===== src/rtl/mem_pkg.sv =====
// ---------------------------------------------------------------------------
// mem_pkg
// Shared definitions for the MEM-stage access unit and its lane aligner:
// load/store opcodes, FSM state encoding, access size encoding and a helper
// that derives the access size from the instruction opcode.
// ---------------------------------------------------------------------------
package mem_pkg;

    localparam logic [5:0] OP_LB = 6'h20;
    localparam logic [5:0] OP_LW = 6'h23;
    localparam logic [5:0] OP_SB = 6'h28;
    localparam logic [5:0] OP_SW = 6'h2b;

    typedef enum logic {
        IDLE = 1'b0,
        BUS  = 1'b1
    } state_e;

    typedef enum logic {
        SZ_BYTE = 1'b0,
        SZ_WORD = 1'b1
    } size_e;

    // Word accesses are the opcodes whose two low bits are set (lw, sw).
    function automatic size_e size_of(input logic [5:0] opcode);
        return (opcode[1:0] == 2'b11) ? SZ_WORD : SZ_BYTE;
    endfunction

endpackage


===== src/rtl/mem_lane_align.sv =====
// ---------------------------------------------------------------------------
// mem_lane_align
// Combinational byte-lane steering for a little-endian 32-bit data bus.
// Kept free of state so the instruction-fetch path can reuse it.
//
// Ports:
//   lane_i   : byte offset within the word (addr[1:0])
//   size_i   : access size (byte / word)
//   wdata_i  : raw store data
//   rdata_i  : raw bus read data
//   wstrb_o  : byte enables for a store of this size/lane
//   wdata_o  : store data replicated across all lanes (byte) or passed (word)
//   rdata_o  : load data, sign-extended from the selected lane for bytes
// ---------------------------------------------------------------------------
module mem_lane_align
    import mem_pkg::*;
(
    input  logic [1:0]  lane_i,
    input  size_e       size_i,
    input  logic [31:0] wdata_i,
    input  logic [31:0] rdata_i,
    output logic [3:0]  wstrb_o,
    output logic [31:0] wdata_o,
    output logic [31:0] rdata_o
);

    logic [7:0] rbyte;

    always_comb begin
        rbyte = rdata_i[7:0];
        case (lane_i)
            2'd0: rbyte = rdata_i[7:0];
            2'd1: rbyte = rdata_i[15:8];
            2'd2: rbyte = rdata_i[23:16];
            2'd3: rbyte = rdata_i[31:24];
            default: rbyte = rdata_i[7:0];
        endcase
    end

    always_comb begin
        wstrb_o = 4'hF;
        wdata_o = wdata_i;
        rdata_o = rdata_i;
        if (size_i == SZ_BYTE) begin
            wstrb_o = 4'b0001 << lane_i;
            wdata_o = {4{wdata_i[7:0]}};
            rdata_o = {{24{rbyte[7]}}, rbyte};
        end
    end

endmodule


===== src/rtl/mem_access_unit.sv =====
// ---------------------------------------------------------------------------
// mem_access_unit
// MEM-stage access unit. Accepts one operation per valid/ready handshake,
// performs lb/lw/sb/sw over a request/ack bus with a wait-cycle timeout and
// returns a registered one-cycle result to writeback. Non-memory ops pass
// their ALU value straight through; misaligned words, load+store conflicts
// and bus timeouts return out_err_o with zero data.
//
// Ports:
//   clk_i, rst_i              : clock, synchronous active-high reset
//   in_valid_i / in_ready_o   : operation handshake from EX/MEM
//   load_i, store_i, opcode_i : decoder flags and opcode
//   addr_i, wdata_i           : effective address / ALU value, store data
//   out_valid_o, out_data_o,
//   out_err_o                 : registered result pulse to writeback
//   mem_req_o ... mem_wstrb_o : data bus request, held while in BUS
//   mem_ack_i, mem_rdata_i    : bus completion and read data
//
// State | meaning
//   IDLE | ready for a new operation; single-cycle ops complete here
//   BUS  | memory request outstanding, waiting for ack or timeout
// ---------------------------------------------------------------------------
module mem_access_unit
    import mem_pkg::*;
#(
    parameter int MAX_WAIT = 15
) (
    input  logic        clk_i,
    input  logic        rst_i,
    input  logic        in_valid_i,
    output logic        in_ready_o,
    input  logic        load_i,
    input  logic        store_i,
    input  logic [5:0]  opcode_i,
    input  logic [31:0] addr_i,
    input  logic [31:0] wdata_i,
    output logic        out_valid_o,
    output logic [31:0] out_data_o,
    output logic        out_err_o,
    output logic        mem_req_o,
    output logic        mem_we_o,
    output logic [31:0] mem_addr_o,
    output logic [31:0] mem_wdata_o,
    output logic [3:0]  mem_wstrb_o,
    input  logic        mem_ack_i,
    input  logic [31:0] mem_rdata_i
);

    localparam int CNT_W = $clog2(MAX_WAIT + 1);
    // Value held by the counter during the last no-ack cycle before abort.
    localparam logic [CNT_W-1:0] CNT_LAST = CNT_W'(MAX_WAIT - 1);

    state_e            state_q, state_d;
    logic [CNT_W-1:0]  cnt_q, cnt_d;
    logic              req_q, req_d;
    logic              we_q, we_d;
    logic [31:0]       maddr_q, maddr_d;
    logic [31:0]       mwdata_q, mwdata_d;
    logic [3:0]        wstrb_q, wstrb_d;
    size_e             size_q, size_d;
    logic [1:0]        lane_q, lane_d;
    logic              ovalid_q, ovalid_d;
    logic [31:0]       odata_q, odata_d;
    logic              oerr_q, oerr_d;

    logic              accept;
    size_e             in_size;
    logic              misaligned;

    logic [1:0]        al_lane;
    size_e             al_size;
    logic [3:0]        al_wstrb;
    logic [31:0]       al_wdata;
    logic [31:0]       al_rdata;

    assign in_ready_o = (state_q == IDLE);
    assign accept     = in_valid_i && in_ready_o;
    assign in_size    = size_of(opcode_i);
    assign misaligned = (in_size == SZ_WORD) && (addr_i[1:0] != 2'b00);

    // One aligner serves both directions: store steering is only needed at
    // accept (IDLE, live inputs), load extraction only on ack (BUS, latched).
    assign al_lane = (state_q == BUS) ? lane_q : addr_i[1:0];
    assign al_size = (state_q == BUS) ? size_q : in_size;

    mem_lane_align u_lane_align (
        .lane_i  (al_lane),
        .size_i  (al_size),
        .wdata_i (wdata_i),
        .rdata_i (mem_rdata_i),
        .wstrb_o (al_wstrb),
        .wdata_o (al_wdata),
        .rdata_o (al_rdata)
    );

    always_comb begin
        state_d  = state_q;
        cnt_d    = cnt_q;
        req_d    = req_q;
        we_d     = we_q;
        maddr_d  = maddr_q;
        mwdata_d = mwdata_q;
        wstrb_d  = wstrb_q;
        size_d   = size_q;
        lane_d   = lane_q;
        ovalid_d = 1'b0;
        odata_d  = 32'h0;
        oerr_d   = 1'b0;

        case (state_q)
            IDLE: begin
                if (accept) begin
                    cnt_d = '0;
                    if (!load_i && !store_i) begin
                        ovalid_d = 1'b1;
                        odata_d  = addr_i;
                    end else if ((load_i && store_i) || misaligned) begin
                        ovalid_d = 1'b1;
                        oerr_d   = 1'b1;
                    end else begin
                        state_d  = BUS;
                        req_d    = 1'b1;
                        we_d     = store_i;
                        maddr_d  = {addr_i[31:2], 2'b00};
                        mwdata_d = store_i ? al_wdata : 32'h0;
                        wstrb_d  = store_i ? al_wstrb : 4'h0;
                        size_d   = in_size;
                        lane_d   = addr_i[1:0];
                    end
                end
            end
            BUS: begin
                if (mem_ack_i) begin
                    state_d  = IDLE;
                    req_d    = 1'b0;
                    ovalid_d = 1'b1;
                    odata_d  = we_q ? 32'h0 : al_rdata;
                end else if (cnt_q == CNT_LAST) begin
                    state_d  = IDLE;
                    req_d    = 1'b0;
                    ovalid_d = 1'b1;
                    oerr_d   = 1'b1;
                    cnt_d    = cnt_q + 1'b1;
                end else begin
                    cnt_d = cnt_q + 1'b1;
                end
            end
            default: state_d = IDLE;
        endcase
    end

    always_ff @(posedge clk_i) begin
        if (rst_i) begin
            state_q  <= IDLE;
            cnt_q    <= '0;
            req_q    <= 1'b0;
            we_q     <= 1'b0;
            maddr_q  <= 32'h0;
            mwdata_q <= 32'h0;
            wstrb_q  <= 4'h0;
            size_q   <= SZ_BYTE;
            lane_q   <= 2'b00;
            ovalid_q <= 1'b0;
            odata_q  <= 32'h0;
            oerr_q   <= 1'b0;
        end else begin
            state_q  <= state_d;
            cnt_q    <= cnt_d;
            req_q    <= req_d;
            we_q     <= we_d;
            maddr_q  <= maddr_d;
            mwdata_q <= mwdata_d;
            wstrb_q  <= wstrb_d;
            size_q   <= size_d;
            lane_q   <= lane_d;
            ovalid_q <= ovalid_d;
            odata_q  <= odata_d;
            oerr_q   <= oerr_d;
        end
    end

    assign out_valid_o = ovalid_q;
    assign out_data_o  = odata_q;
    assign out_err_o   = oerr_q;
    assign mem_req_o   = req_q;
    assign mem_we_o    = we_q;
    assign mem_addr_o  = maddr_q;
    assign mem_wdata_o = mwdata_q;
    assign mem_wstrb_o = wstrb_q;

endmodule


===== config.mk =====
export PLATFORM = sky130hd
export DESIGN_NAME = mem_access_unit
export DESIGN_NICKNAME = d
export VERILOG_FILES = /design/src/rtl/mem_pkg.sv /design/src/rtl/mem_lane_align.sv /design/src/rtl/mem_access_unit.sv
export SDC_FILE = /design/constraint.sdc
export NUM_CORES = 1
export LEC_CHECK = 0
export ABC_AREA = 1
export CELL_PAD_IN_SITES_DETAIL_PLACEMENT = 0
export CELL_PAD_IN_SITES_GLOBAL_PLACEMENT = 1
export CORE_MARGIN = 8
export CORE_UTILIZATION = 31
export DETAILED_ROUTE_END_ITERATION = 8
export GPL_ROUTABILITY_DRIVEN = 0
export PLACE_DENSITY = 0.91
export SETUP_SLACK_MARGIN = 0.02
export SLEW_MARGIN = 30
export SYNTH_ARGS = -nofsm -noshare
export SYNTH_HDL_FRONTEND = slang
export SYNTH_SLANG_ARGS = --single-unit

===== constraint.sdc =====
create_clock -name clk_i -period 2.4 [get_ports clk_i]
set_clock_uncertainty 0.1 [all_clocks]
set_input_delay 0.48 -clock clk_i [delete_from_list [all_inputs] [get_ports clk_i]]
set_output_delay 0.48 -clock clk_i [all_outputs]
set_load 0.02 [all_outputs]

**Run 1: placement view**

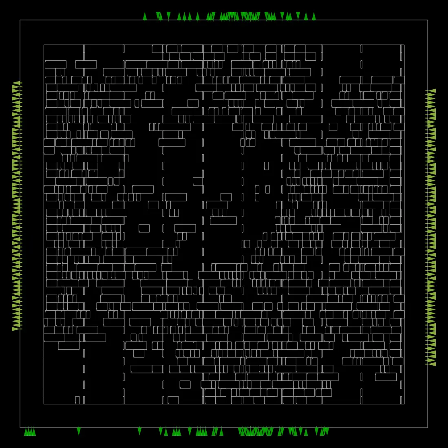
flop count: 110
Layout Cells excl Fill: 1,097

**Run 1: placement by cell class**

The bar under the picture is 50 um long. Fill, decap, tap and diode cells in grey.
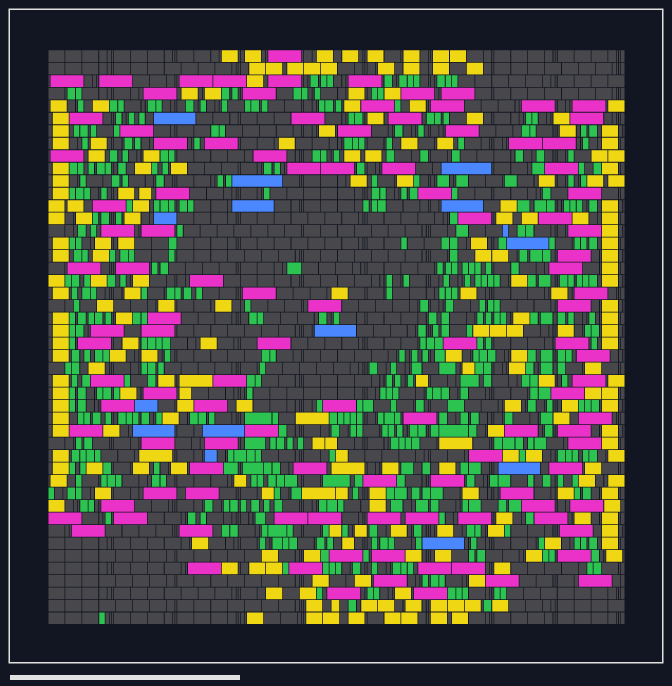
| class | colour | cells | share of their area |
|---|---|---|---|
| clock drivers and dummy loads | blue | 15 | 4.5% |
| flip-flops | magenta | 110 | 30% |
| all other logic | green | 531 | 34% |
| other buffers and delay cells | yellow | 225 | 31% |
final instance area: 7520 um2
sequential share of cell area: 29.3%
Final Core Density: 47.9%

==> flow_metrics.tcl, run 1 <==
# flow metrics
set metrics [dict create \
    holdWs_ns 0.365 \
    topCellsByArea "dfxtp_1, nand2_1, a21oi_1" \
    comb_area_share_pct 29.7 \
    dp_slack_ns -0.101 \
    grt.overflow.total 0 \
    synth_cell_types 29 \
    htree_levels 3 \
    r2r_slack_ns 0.23 \
    port_buffers 206 \
    yosys.area.top_type "dfxtp_1" \
    worstSetupEndpoint "in_ready_o" \
    period_minus_slack_ns 2.28 \
    remaining_drc_errors 0 \
    clockNetworkAreaShare_pct 4.31 \
    clk_pin_slew_ns 0.07 \
    hold_buffers 0 \
    path_cells "inv_4, buf_4, clkdlybuf4s50_1" \
    grt.busiest_layer "met2" \
    status "finished, final reports clean" \
    max_slew.worst_pin.slew_ns 0.576 \
    combGateArea_um2 2240 \
    nClkBuffers 12 \
    track_usage_pct 16.9 \
    max_cap_violations 0 \
    buffer_area_share_pct 30.2 \
    crit_cells 3 \
    r2r_end "out_data_o[26]$_SDFF_PP0_" \
    via_count 4918 \
    final_common_cell "clkdlybuf4s50_1" \
    worstPathRequired_ns 1.82 \
    drive_above_1_share_pct 5.90 \
    finalHoldViolations 0 \
    wl_per_cell_um 15.8 \
    worstSetupPathType "register to primary output" \
    startpoint_type "register" \
    firstDrtPassIters 5 \
    n_all_buffers 225 \
    avgSynthCellArea_um2 7.18 \
    final_cell_mix "clkdlybuf4s50_1, nand2_1, dfxtp_1" \
    warnings 31 \
]
**Run 1: supply network**

Pins as bars on the die edge. Tap cells in grey.
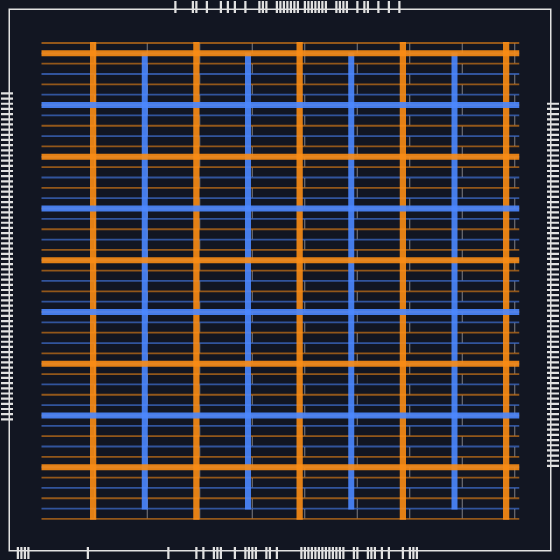
| net | colour |
|---|---|
| VSS | orange |
| VDD | blue |
met4 straps: 9
rows: 46
chip height: 142 um
Die Span X: 142 um
Core Area: 15,700 um2
Max VDD drop: 0.435 mV

## run 1: synthesized netlist by cell type
library cell	number
inv_4	1
ha_1	2
nand3_4	1
clkbuf_1	20
nand3_2	2
nor3_1	1
buf_1	1
nor3_4	1
nor2_1	71
inv_1	54
clkinv_2	1
conb_1	1
inv_2	1
o21ai_2	1
nand2_2	5
nand2_1	162
o21bai_1	25
o21ai_0	61
nor2_2	1
nand3_1	19
a211oi_1	2
o21ai_1	28
buf_6	10
buf_4	7
a2111oi_0	1
a21oi_1	86
buf_2	8
dfxtp_1	110
nor2_4	2
## run 1: routing by layer
layer,up-vias,routed length [um]
met5,-,0
li1,2586,-
met1,2162,7470
met4,0,157
met3,13,1660
met2,157,8050
## run 1: power by group
group / total [W] / switching, W / leakage (nW) / internal, W
combinational: 0.000977 / 0.000538 / 1.98 / 0.000439
clock: 0.00164 / 0.000673 / 0.155 / 0.000967
sequential: 0.00196 / 0.0000422 / 0.896 / 0.00191
total: 0.00457 / 0.00125 / 3.03 / 0.00332
## run 1: cells by family (layout without fill, tap and decap cells)
| logic type | Yosys count | in the layout | synth area share [%] |
|---|---|---|---|
| AND/OR/NAND/NOR | 265 | 265 | 22.1 |
| AND-OR/OR-AND | 204 | 205 | 22.3 |
| flip-flops | 110 | 110 | 44.8 |
| buffers and inverters | 103 | 297 | 10.2 |
| adder cells (fa/ha/maj) | 2 | 2 | 0.509 |
| other | 1 | 2 | 0.0763 |
## run 1: metrics by stage
stage	power, W	setup TNS (ns)
after detailed placement	0.00298	-1.96
after global placement	0.00297	-1.92
final	0.00457	0
after floorplan	0.00250	0
after CTS	0.00464	0
after global routing	0.00479	0
==> run 1 -> run 2 <==
--- a/config.mk
+++ b/config.mk
@@ -14,6 +14,7 @@
 export GPL_ROUTABILITY_DRIVEN = 0
 export PLACE_DENSITY = 0.91
 export SETUP_SLACK_MARGIN = 0.02
+export SKIP_CTS_REPAIR_TIMING = 1
 export SLEW_MARGIN = 30
 export SYNTH_ARGS = -nofsm -noshare
 export SYNTH_HDL_FRONTEND = slang
**Run 2: supply network**

Pins as bars on the die edge. Tap cells in grey.
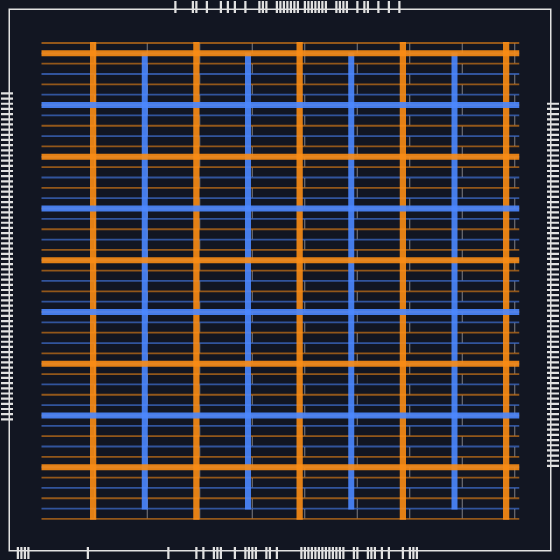
| net | colour |
|---|---|
| VDD | blue |
| VSS | orange |
met4 straps: 9
signal pins: 213
met5 straps: 9
tap cells: 216
rows: 46

==> run 2 against run 1 <==
Net effect:
- die area stayed put
- highest routed layer unchanged
- sequential power hardly changed
- count of clock-buffer cells in the layout stayed put
- critical endpoint unchanged
- final cell count stayed put
- final area stayed put
- non-clock buffer count stayed put
- critical path type unchanged
- synthesized area stayed put
- wire length stayed put
- largest power group unchanged
==> flow_metrics.tcl, run 2 <==
# flow metrics
set metrics [dict create \
    clockNetworkAreaShare_pct 4.31 \
    die_x_um 142 \
    clk_pin_slew_ns 0.07 \
    finalSetupTns_ns 0 \
    vdd_drop_max_mv 0.435 \
    ys_top_cells_by_count "nand2_1, dfxtp_1, a21oi_1" \
    via_count 4918 \
    drive_above_1_share_pct 5.90 \
    path_cells "inv_4, buf_4, clkdlybuf4s50_1" \
    firstDrtPassIters 5 \
    grt.overflow.total 0 \
    status "finished, final reports clean" \
    synth_cell_types 29 \
    yosys.area.top_type "dfxtp_1" \
    die.size.y_um 142 \
    remaining_drc_errors 0 \
    nClkBuffers 12 \
    max_cap_violations 0 \
    max_slew.worst_pin.slew_ns 0.576 \
    wl_per_cell_um 15.8 \
    top_cell "nand2_1" \
    async_flop_share_pct 0 \
    period_minus_slack_ns 2.28 \
    startpoint_type "register" \
    combGateArea_um2 2240 \
    avgSynthCellArea_um2 7.18 \
    worstSetupPathType "register to primary output" \
    worstPathRequired_ns 1.82 \
    port_buffers 206 \
    crit_cells 3 \
    core_um2 15700 \
    synthFlopType "dfxtp_1" \
    warnings 31 \
    final_area_um2 7520 \
    track_usage_pct 16.9 \
    stdcell_count 1097 \
    postLayoutCoreUtil_pct 47.9 \
    r2r_end "out_data_o[26]$_SDFF_PP0_" \
]
[run 2: worst min-delay path by stage]
stage                              endpoint  slack, ns  cells after the start
3_5_place_dp    mem_wdata_o[4]$_SDFFE_PP0P_       0.36                      2
3_3_place_gp   mem_wdata_o[31]$_SDFFE_PP0P_       0.35                      2
2_1_floorplan         cnt_q[3]$_SDFFE_PP0P_       0.34                      1
5_1_grt        mem_wdata_o[29]$_SDFFE_PP0P_       0.38                      2
4_1_cts        mem_wdata_o[28]$_SDFFE_PP0P_       0.37                      2
6_report        mem_wdata_o[4]$_SDFFE_PP0P_       0.36                      2
[run 2: through the flow]
stage               setup slack, ns  hold slack (ns)
floorplan                     0.779            0.337
global placement            -0.0917            0.350
detailed placement           -0.101            0.356
CTS                          0.0844            0.366
global route                 0.0306            0.379
finish                        0.123            0.365
[run 2: kinds of logic (layout without fill, tap and decap cells)]
group | after synthesis | in the layout | share of synthesized area (%)
AND/OR/NAND/NOR | 265 | 265 | 22.1
AND-OR/OR-AND | 204 | 205 | 22.3
adder cells (fa/ha/maj) | 2 | 2 | 0.509
buffers and inverters | 103 | 297 | 10.2
other | 1 | 2 | 0.0763
flip-flops | 110 | 110 | 44.8
[run 2: where the power goes]
group	internal, W	switching [W]
combinational	0.000439	0.000538
clock	0.000967	0.000673
sequential	0.00191	0.0000422
total	0.00332	0.00125
[run 2: per-layer routing]
| metal | routed length (um) | vias up | part of all wire (%) | GRT usage [%] |
|---|---|---|---|---|
| li1 | - | 2586 | - | - |
| met1 | 7470 | 2162 | 43 | 19.6 |
| met2 | 8050 | 157 | 46 | 28.5 |
| met3 | 1660 | 13 | 9.6 | 7.21 |
| met4 | 157 | 0 | 0.91 | 3.79 |
| met5 | 0 | - | 0 | 0 |
==> run 2 -> run 3 <==
--- a/config.mk
+++ b/config.mk
@@ -13,6 +13,7 @@
 export DETAILED_ROUTE_END_ITERATION = 8
 export GPL_ROUTABILITY_DRIVEN = 0
 export PLACE_DENSITY = 0.91
+export RECOVER_POWER = 50
 export SETUP_SLACK_MARGIN = 0.02
 export SKIP_CTS_REPAIR_TIMING = 1
 export SLEW_MARGIN = 30
**Run 3: placement view**

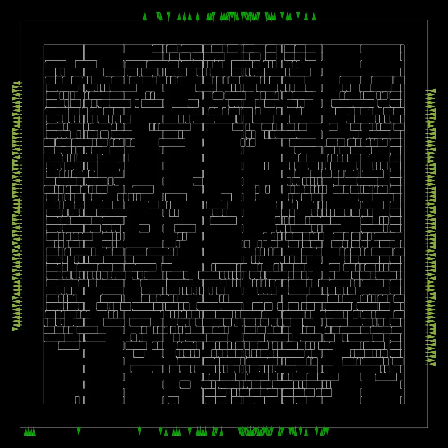
Final Core Density: 47.8%
row count: 46

==> run 3 against run 2 <==
Net effect:
- core utilization is 0.064 points lower
- register-to-register slack is essentially flat
- clock power about the same
- setup slack worse by 0.0013 ns
- die area stayed put
- sequential share of layout area about the same
- critical path type unchanged
- largest cell class unchanged
==> flow_metrics.tcl, run 3 <==
# flow metrics
set metrics [dict create \
    status "finished, final reports clean" \
    dp_slack_ns -0.101 \
    wl_per_cell_um 15.8 \
    core_um2 15700 \
    clk_pin_slew_ns 0.07 \
    max_cap_violations 0 \
    pwr-share-clk_pct 36.1 \
    path_cells "inv_4, buf_4, clkdlybuf4s50_1" \
    final_cell_mix "nand2_1, clkdlybuf4s50_1, dfxtp_1" \
    powerClk_w 0.00164 \
    worstSetupPathType "register to primary output" \
    avgSynthCellArea_um2 7.18 \
    grt.overflow.total 0 \
    die_x_um 142 \
    vdd_drop_max_mv 0.434 \
    startpoint_type "register" \
    async_flop_share_pct 0 \
    warnings 31 \
    switchingPower_w 0.00125 \
    topCellsByArea "dfxtp_1, nand2_1, a21oi_1" \
    worstPathRequired_ns 1.82 \
    port_buffers 206 \
    top_cell "nand2_1" \
    via_count 4932 \
    share_comb_of_total_power_pct 20.9 \
    ys_sh_simple_pct 22.1 \
    synthTopLogicFamily "AND-OR/OR-AND gates" \
    finalHoldViolations 0 \
    edf_count 0 \
    p_int_w 0.00329 \
]
## run 3: kinds of logic (layout without fill, tap and decap cells)
family | count (synthesis) | in the layout
buffers and inverters | 103 | 297
adders and majority gates | 2 | 2
and+or+nand+nor | 265 | 265
DFF | 110 | 110
AOI/OAI and AO/OA | 204 | 205
other | 1 | 2
## run 3: area by class of cell
type                            count  area [um2]
Timing Repair Buffer              225        2260
Clock buffer                       12         256
Inverter                           57         218
Clock inverter                      3        67.6
Fill cell                        1590        8200
Multi-Input combinational cell    474        2240
Sequential cell                   110        2200
Tap cell                          216         270
## run 3: per-layer routing
layer | vias to the layer above | track usage (%) | routed length [um]
met5 | - | 0 | 0
met4 | 0 | 3.79 | 157
met3 | 13 | 7.21 | 1650
met2 | 161 | 28.5 | 8040
met1 | 2168 | 19.6 | 7480
li1 | 2590 | - | -
## run 3: final timing paths
kind / startpoint / end / slack, ns / cells after the start
hold / removal: mem_wdata_o[29]$_SDFFE_PP0P_ / mem_wdata_o[29]$_SDFFE_PP0P_ / 0.36 / 2
setup / recovery: state_q$_SDFF_PP0_ / in_ready_o / 0.12 / 3
setup reg to reg: state_q$_SDFF_PP0_ / out_data_o[31]$_SDFF_PP0_ / 0.23 / 7
hold reg to reg: mem_wdata_o[29]$_SDFFE_PP0P_ / mem_wdata_o[29]$_SDFFE_PP0P_ / 0.36 / 2
## run 3: metrics by stage
step	std cells	hold WS (ns)	area, um2	TNS [ns]
4_1_cts	1096	0.366	7520	0
3_3_place_gp	1081	0.350	7190	-1.92
6_report	1097	0.361	7510	0
3_5_place_dp	1081	0.356	7190	-1.96
5_1_grt	1097	0.376	7510	0
2_1_floorplan	686	0.337	4920	0
No activity file was given, so power comes from the tool's default toggle rates.
